**config.mk**
```make
export PLATFORM = sky130hd
export DESIGN_NAME = if_prefetch_queue
export DESIGN_NICKNAME = d
export VERILOG_FILES = /design/src/rtl/if_prefetch_queue.sv
export SDC_FILE = /design/constraint.sdc
export NUM_CORES = 1
export LEC_CHECK = 0
export CAP_MARGIN = 20
export CORE_AREA = 2 2 192 194
export DETAILED_ROUTE_END_ITERATION = 8
export DIE_AREA = 0 0 194 196
export PLACE_DENSITY = 0.79
export SETUP_SLACK_MARGIN = 0.2
export SYNTH_ARGS = -nofsm -noshare
export SYNTH_HDL_FRONTEND = slang
export SYNTH_SLANG_ARGS = --single-unit
```
**constraint.sdc**
```tcl
create_clock -name clk -period 3.85 [get_ports clk]
set_input_delay 0.385 -clock clk [delete_from_list [all_inputs] [get_ports clk]]
set_output_delay 0.385 -clock clk [all_outputs]
set_load 0.01 [all_outputs]
```
**src/rtl/if_prefetch_queue.sv**
```systemverilog
// Fetch stage: PC generation, credit-limited imem requests and a DEPTH-entry prefetch queue; head is combinational, freeze holds it.
// Issue stalls once count+inflight reaches DEPTH; flushes drop stale responses. Define IFQ_STATS_EN for the stat counters.
module if_prefetch_queue #(
    parameter int ADDR_W  = 32,
    parameter int INSTR_W = 32,
    parameter int DEPTH   = 4,
    parameter int PC_STEP = 4
) (
    input  logic               clk,
    input  logic               rst,
    input  logic               branch_taken,
    input  logic [ADDR_W-1:0]  branch_addr,
    input  logic               freeze,
    output logic               imem_req,
    output logic [ADDR_W-1:0]  imem_addr,
    input  logic               imem_rvalid,
    input  logic [INSTR_W-1:0] imem_rdata,
    output logic               out_valid,
    output logic [ADDR_W-1:0]  out_pc,
    output logic [INSTR_W-1:0] out_instr
`ifdef IFQ_STATS_EN
    ,
    output logic [15:0]        stat_flushes,
    output logic [15:0]        stat_dropped,
    output logic [15:0]        stat_starve
`endif
);
    localparam int PTR_W = $clog2(DEPTH);
    localparam int CNT_W = $clog2(DEPTH + 1);
    localparam logic [CNT_W:0]    CREDIT = (CNT_W + 1)'(DEPTH);
    localparam logic [CNT_W-1:0]  FULL   = CNT_W'(DEPTH);
    localparam logic [ADDR_W-1:0] STEP   = ADDR_W'(PC_STEP);

    logic               run;
    logic [ADDR_W-1:0]  pc;
    logic [CNT_W-1:0]   count;
    logic [CNT_W-1:0]   inflight;
    logic [CNT_W-1:0]   drop;
    logic [PTR_W-1:0]   rd_ptr;
    logic [PTR_W-1:0]   wr_ptr;
    logic [PTR_W-1:0]   req_rd;
    logic [PTR_W-1:0]   req_wr;
    logic [ADDR_W-1:0]  pc_mem    [DEPTH];
    logic [INSTR_W-1:0] instr_mem [DEPTH];
    logic [ADDR_W-1:0]  req_mem   [DEPTH];
    logic [ADDR_W-1:0]  hold_pc;
    logic [INSTR_W-1:0] hold_instr;
    logic               issue;
    logic               resp;
    logic               discard;
    logic               push;
    logic               pop;

    // run holds requests off until the first edge after reset release
    assign issue     = run && !branch_taken && (({1'b0, count} + {1'b0, inflight}) < CREDIT);
    assign resp      = imem_rvalid && (inflight != '0);
    assign discard   = resp && (branch_taken || (drop != '0));
    assign push      = resp && !discard;
    assign out_valid = (count != '0);
    assign pop       = out_valid && !freeze && !branch_taken;

    assign imem_req  = issue;
    assign imem_addr = pc;
    assign out_pc    = out_valid ? pc_mem[rd_ptr]    : hold_pc;
    assign out_instr = out_valid ? instr_mem[rd_ptr] : hold_instr;

    always_ff @(posedge clk or negedge rst) begin
        if (!rst) begin
            run        <= 1'b0;
            pc         <= '0;
            drop       <= '0;
            hold_pc    <= '0;
            hold_instr <= '0;
        end else begin
            run <= 1'b1;
            if (branch_taken) begin
                pc   <= branch_addr;
                // a response landing in the flush cycle is already discarded
                drop <= inflight - CNT_W'(resp);
            end else begin
                if (issue)
                    pc <= pc + STEP;
                if (discard)
                    drop <= drop - CNT_W'(1);
            end
            if (out_valid) begin
                hold_pc    <= out_pc;
                hold_instr <= out_instr;
            end
        end
    end

    // prefetch data queue
    always_ff @(posedge clk or negedge rst) begin
        if (!rst) begin
            rd_ptr <= '0;
            wr_ptr <= '0;
            count  <= '0;
        end else if (branch_taken) begin
            rd_ptr <= '0;
            wr_ptr <= '0;
            count  <= '0;
        end else begin
            if (push)
                wr_ptr <= wr_ptr + PTR_W'(1);
            if (pop)
                rd_ptr <= rd_ptr + PTR_W'(1);
            if (push && !pop)
                count <= count + CNT_W'(1);
            else if (!push && pop)
                count <= count - CNT_W'(1);
        end
    end

    always_ff @(posedge clk) begin
        if (push) begin
            pc_mem[wr_ptr]    <= req_mem[req_rd] + STEP;
            instr_mem[wr_ptr] <= imem_rdata;
        end
    end

    // request-address queue; survives flushes so responses still line up
    always_ff @(posedge clk or negedge rst) begin
        if (!rst) begin
            req_rd   <= '0;
            req_wr   <= '0;
            inflight <= '0;
        end else begin
            if (issue)
                req_wr <= req_wr + PTR_W'(1);
            if (resp)
                req_rd <= req_rd + PTR_W'(1);
            if (issue && !resp)
                inflight <= inflight + CNT_W'(1);
            else if (!issue && resp)
                inflight <= inflight - CNT_W'(1);
        end
    end

    always_ff @(posedge clk) begin
        if (issue)
            req_mem[req_wr] <= pc;
    end

    a_no_overflow: assert property (@(posedge clk) disable iff (!rst) !(push && count == FULL));
    a_resp_expected: assert property (@(posedge clk) disable iff (!rst) !(imem_rvalid && inflight == '0));

`ifdef IFQ_STATS_EN
    function automatic logic [15:0] sat_inc(input logic [15:0] v);
        return (v == 16'hFFFF) ? v : v + 16'd1;
    endfunction

    always_ff @(posedge clk or negedge rst) begin
        if (!rst) begin
            stat_flushes <= '0;
            stat_dropped <= '0;
            stat_starve  <= '0;
        end else begin
            if (branch_taken)
                stat_flushes <= sat_inc(stat_flushes);
            if (discard)
                stat_dropped <= sat_inc(stat_dropped);
            if (!out_valid)
                stat_starve <= sat_inc(stat_starve);
        end
    end
`endif
endmodule

```
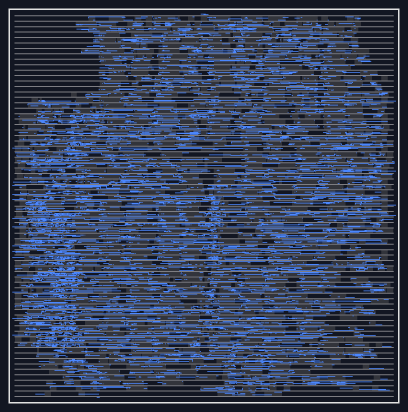
Figure 1: run 1, met1 routing.
Scale: 2 px per um. Supply wires on this layer in gray. Cells faint in the background.
The longest straight run is 53.4 um. 1292 nets have wire on it.

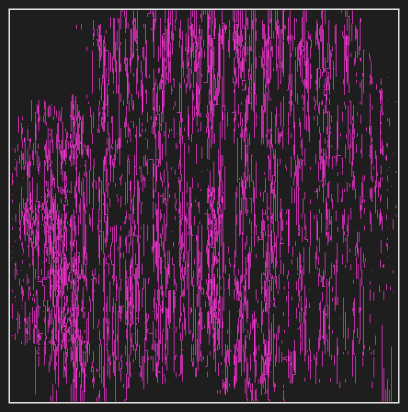
Figure 2: run 1, the metal 2 layer.
Scale: 2 px per um.
The longest straight run is 73.4 um. 1256 nets have wire on it. The layer holds 49% of the routed length. The wires run mostly vertical.

==> flow_metrics.tcl, run 1 <==
# collected from the flow reports
set metrics [dict create \
    p_per_area_mw_per_mm2 767 \
    fin_setup_tns_ns 0 \
    clkLatencyLatePin_ns 0.56 \
    tritoncts "done" \
    met1_length_um 16900 \
    core_util_floorplan_pct 57.1 \
    cts_made_buffers 50 \
    path_class "flop to output pin" \
    timing.rr.start "count[2]" \
    ios 167 \
    grt-busiest-layer "met2" \
    timing.rr.end "inflight[2]" \
    cts.sinks 498 \
    pre_cts_ws_ns 0.630 \
    ff_type "edfxtp_1" \
    yosysCellCount 1120 \
    ys_sh_adder_pct 1.23 \
    holdWs_ns 0.347 \
    synth_flops 498 \
    final_cells 1827 \
    place_congestion 0.832 \
    warning_count 35 \
    maxCapViolCount 0 \
    ys_types 55 \
    period_minus_slack_ns 3.56 \
    xor_share_pct 1.91 \
    antenna_found_initial 0 \
    area_leaders "edfxtp_1 (56%), dfrtp_1 (14%), mux4_2 (9.3%), mux2_2 (7.2%), xnor2_1 (1.5%)" \
    cts_hold_buf 1 \
    post_drt_wl_per_cell_um 21.6 \
    finalClockPeriodUsage_pct 92.5 \
    edf_count 384 \
    grt_pass1_wl_um 62000 \
    lay_top_count "edfxtp_1" \
    synth_cells 1120 \
    power_leakage_nw 8.41 \
    top_cell "edfxtp_1" \
    setup_violations 0 \
    antenna_cells 0 \
    die_w_um 194 \
    avgSynthCellArea_um2 18.4 \
    crit_start "count[2]" \
    synth_top_cell_by_area "edfxtp_1" \
    post_dp_cell_area_mm2 0.0229 \
    cts-root-buf "clkbuf_16" \
    ys_seq_share_pct 69.9 \
    maxSlewHeadroom_pct 45.5 \
    nets 1406 \
    worstSetupPathDepth 5 \
    core_area_mm2 0.0361 \
    worstMarginPinSlew_ns 0.811 \
    min_path_type "input pin to asynchronous set/reset pin" \
    cp.required_ns 3.46 \
    ys_sh_mux_pct 17.9 \
    setup.worst_path.end_class "output pin" \
    top_cell_area_share_pct 56.0 \
    worst_slack_ns 0.290 \
    place.port_buffers 166 \
    grt_usage_pct 20.9 \
    yosys.area_share.aoi_pct 2.81 \
    area_growth_syn_to_layout_pct 19.6 \
    yosys.area_share.simple_pct 4.53 \
    status "finished clean" \
    hpwl_um 24800 \
    critPathMaxFanout 30 \
    drt_iter0_drc 718 \
    path_clk_slew_ns 0.06 \
    drc 0 \
    cp_data_arrival_time_ns 3.18 \
    overflow 0 \
    top_layer_used "met4" \
    clock_skew_ns 0.0157 \
    total_power_mw 18.9 \
    die_h_um 196 \
    post_cts_resized 0 \
    use_met1_pct 29.6 \
    crit_slowest_cell "clkdlybuf4s50_1" \
    ys_warn_count 0 \
    path_buffers 2 \
    finalHoldViolations 0 \
    num_rows 70 \
    layout-drive-gt1-share_pct 25.5 \
]
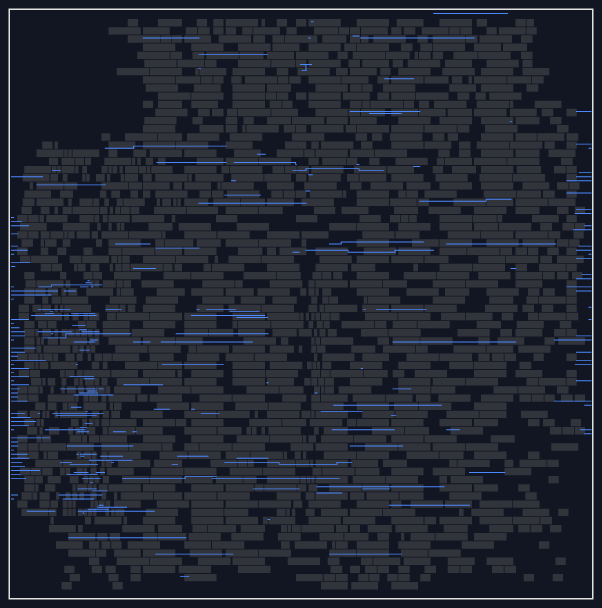
Figure 3: run 1, the metal 3 layer.
Scale: 3 px per um. Cells faint in the background.
The longest straight run is 42.3 um. 156 nets have wire on it.
Total Wirelength: 39500 um
vias post-DR: 10800
met3 Resource Use GR: 3.16%

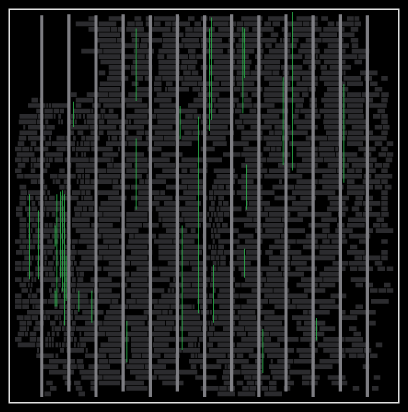
Figure 4: run 1, signal wires on met4.
Scale: 2 px per um. Supply wires on this layer in gray. Cells faint in the background.
18 nets have wire on it. The wires run mostly vertical. The layer carries 1080 um of wire.

==> run 1: state kept, by name, summed over array words and instances, names as in the netlist, 3 cells and up <==
name / count
inflight: 3
instr_mem: 128
count: 3
hold_pc: 32
pc_mem: 128
hold_instr: 32
drop: 3
imem_addr: 32
req_mem: 128
==> run 1: area by class of cell <==
| cell class | instances | area, um^2 |
|---|---|---|
| Clock buffer | 61 | 1360 |
| Fill cell | 2336 | 11500 |
| Multi-Input combinational cell | 549 | 5860 |
| Sequential cell | 498 | 14400 |
| Timing Repair Buffer | 198 | 2010 |
| Tap cell | 468 | 586 |
| Inverter | 21 | 86.3 |
| Clock inverter | 32 | 322 |
==> run 1: report_power, final <==
part | internal, mW | switching [mW]
clock network | 2.92 | 1.99
logic | 3.60 | 2.90
registers | 6.88 | 0.592
total | 13.4 | 5.47
==> run 2, diff against run 1 <==
- CORE_AREA: 2 2 192 194 -> 2 2 184 186
- DIE_AREA: 0 0 194 196 -> 0 0 186 188
- DONT_BUFFER_PORTS: default -> 1
- PLACE_DENSITY: 0.79 -> 0.78
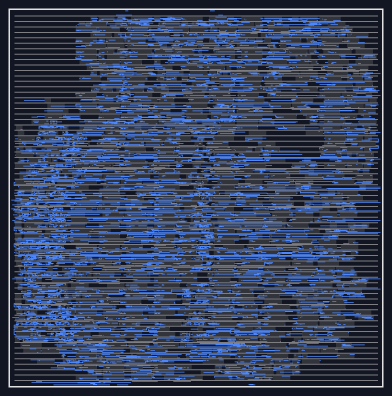
Figure 5: run 2, met1 routing.
Scale: 2 px per um. Supply wires on this layer in gray. Cells faint in the background.
1216 nets have wire on it. The longest straight run is 75.4 um. The wires run mostly horizontal. The layer holds 41% of the routed length. The layer carries 16700 um of wire.

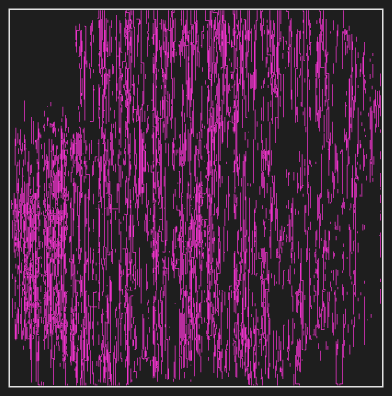
Figure 6: run 2, the metal 2 layer.
Scale: 2 px per um.
The layer carries 20.3 mm of wire. The wires run mostly vertical. 1183 nets have wire on it. The longest straight run is 74.5 um.

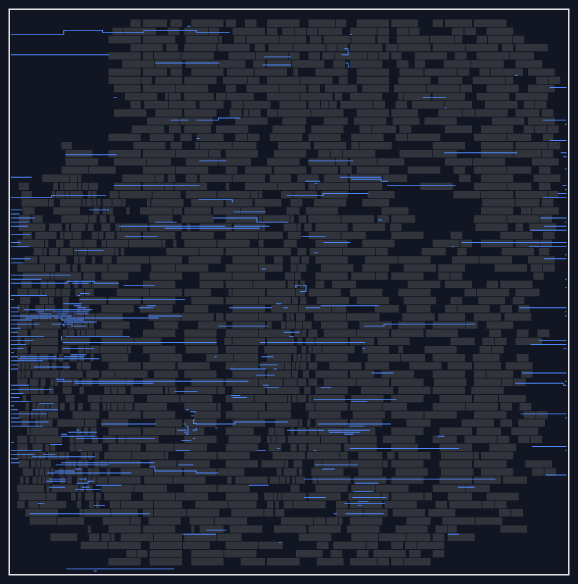
Figure 7: run 2, the metal 3 layer.
Scale: 3 px per um. Cells faint in the background.
The wires run mostly horizontal. The layer holds 6.1% of the routed length. 181 nets have wire on it. The longest straight run is 63.5 um.

==> flow_metrics.tcl, run 2 <==
# collected from the flow reports
set metrics [dict create \
    status "finished clean" \
    largestClassByArea "sequential cells" \
    post_dp_cell_area_mm2 0.0211 \
    worst_slack_ns 0.608 \
    worstMarginPinSlew_ns 0.867 \
    total_power_mw 17.6 \
    fin_setup_tns_ns 0 \
    cts-root-buf "clkbuf_16" \
    logic_gate_count 549 \
    cts_made_buffers 48 \
    seq_share_pct 61.4 \
    min_path_type "input pin to flop" \
    seq_cell_power_mw 7.55 \
    finalHoldViolations 0 \
    grt_usage_pct 23.8 \
    antenna_found_initial 1 \
    layout-drive-gt1-share_pct 27.1 \
    maxSlewHeadroom_pct 42.2 \
    seqCellArea_mm2 0.0144 \
    warning_count 37 \
    lay_top_count "edfxtp_1" \
    nets 1292 \
    edf_count 384 \
    area_growth_syn_to_layout_pct 13.8 \
    ios 167 \
    power_leakage_nw 7.96 \
    ff_type "edfxtp_1" \
    ys_sh_mux_pct 17.9 \
    clkLatencyLatePin_ns 0.55 \
    switchingPower_mw 5.31 \
    crit_slowest_cell "or3_4" \
    logic_area_mm2 0.00586 \
    top_cell_area_share_pct 56.0 \
    clock_skew_ns 0.0133 \
    drt_iter0_drc 759 \
    grt_util_met3_pct 4.49 \
    maxCapViolCount 0 \
    grt_pass1_wl_um 63000 \
    drt_wl_total_um 40500 \
    die_h_um 188 \
    pg_clk_mw 4.90 \
]
## run 2: cell counts after synthesis
No cell type changed its count.
## run 2: path summary, 6_finish.rpt
kind	start	endpoint	slack (ns)	depth (start not counted)
min in group asynchronous	rst	hold_instr[25]	0.52	2
max in group asynchronous	rst	req_rd[0]	2.86	2
max reg2reg	count[2]	inflight[2]	0.61	10
min reg2reg	hold_instr[0]	hold_instr[0]	0.50	1
max	count[2]	inflight[2]	0.61	10
min	branch_addr[19]	imem_addr[19]	0.02	2
## run 2: repair_timing
action | 4_1_cts | 5_1_grt
hold buffers | 64 | 0
resized | 0 | 0
hold endpoints to repair | 278 | 0
## run 2: cell families after synthesis
family | count (synthesis)
flops | 498
mux | 228
simple gates | 174
compound gates | 82
buf+inv | 73
xor+xnor | 45
fa+ha+maj | 19
other cells | 1
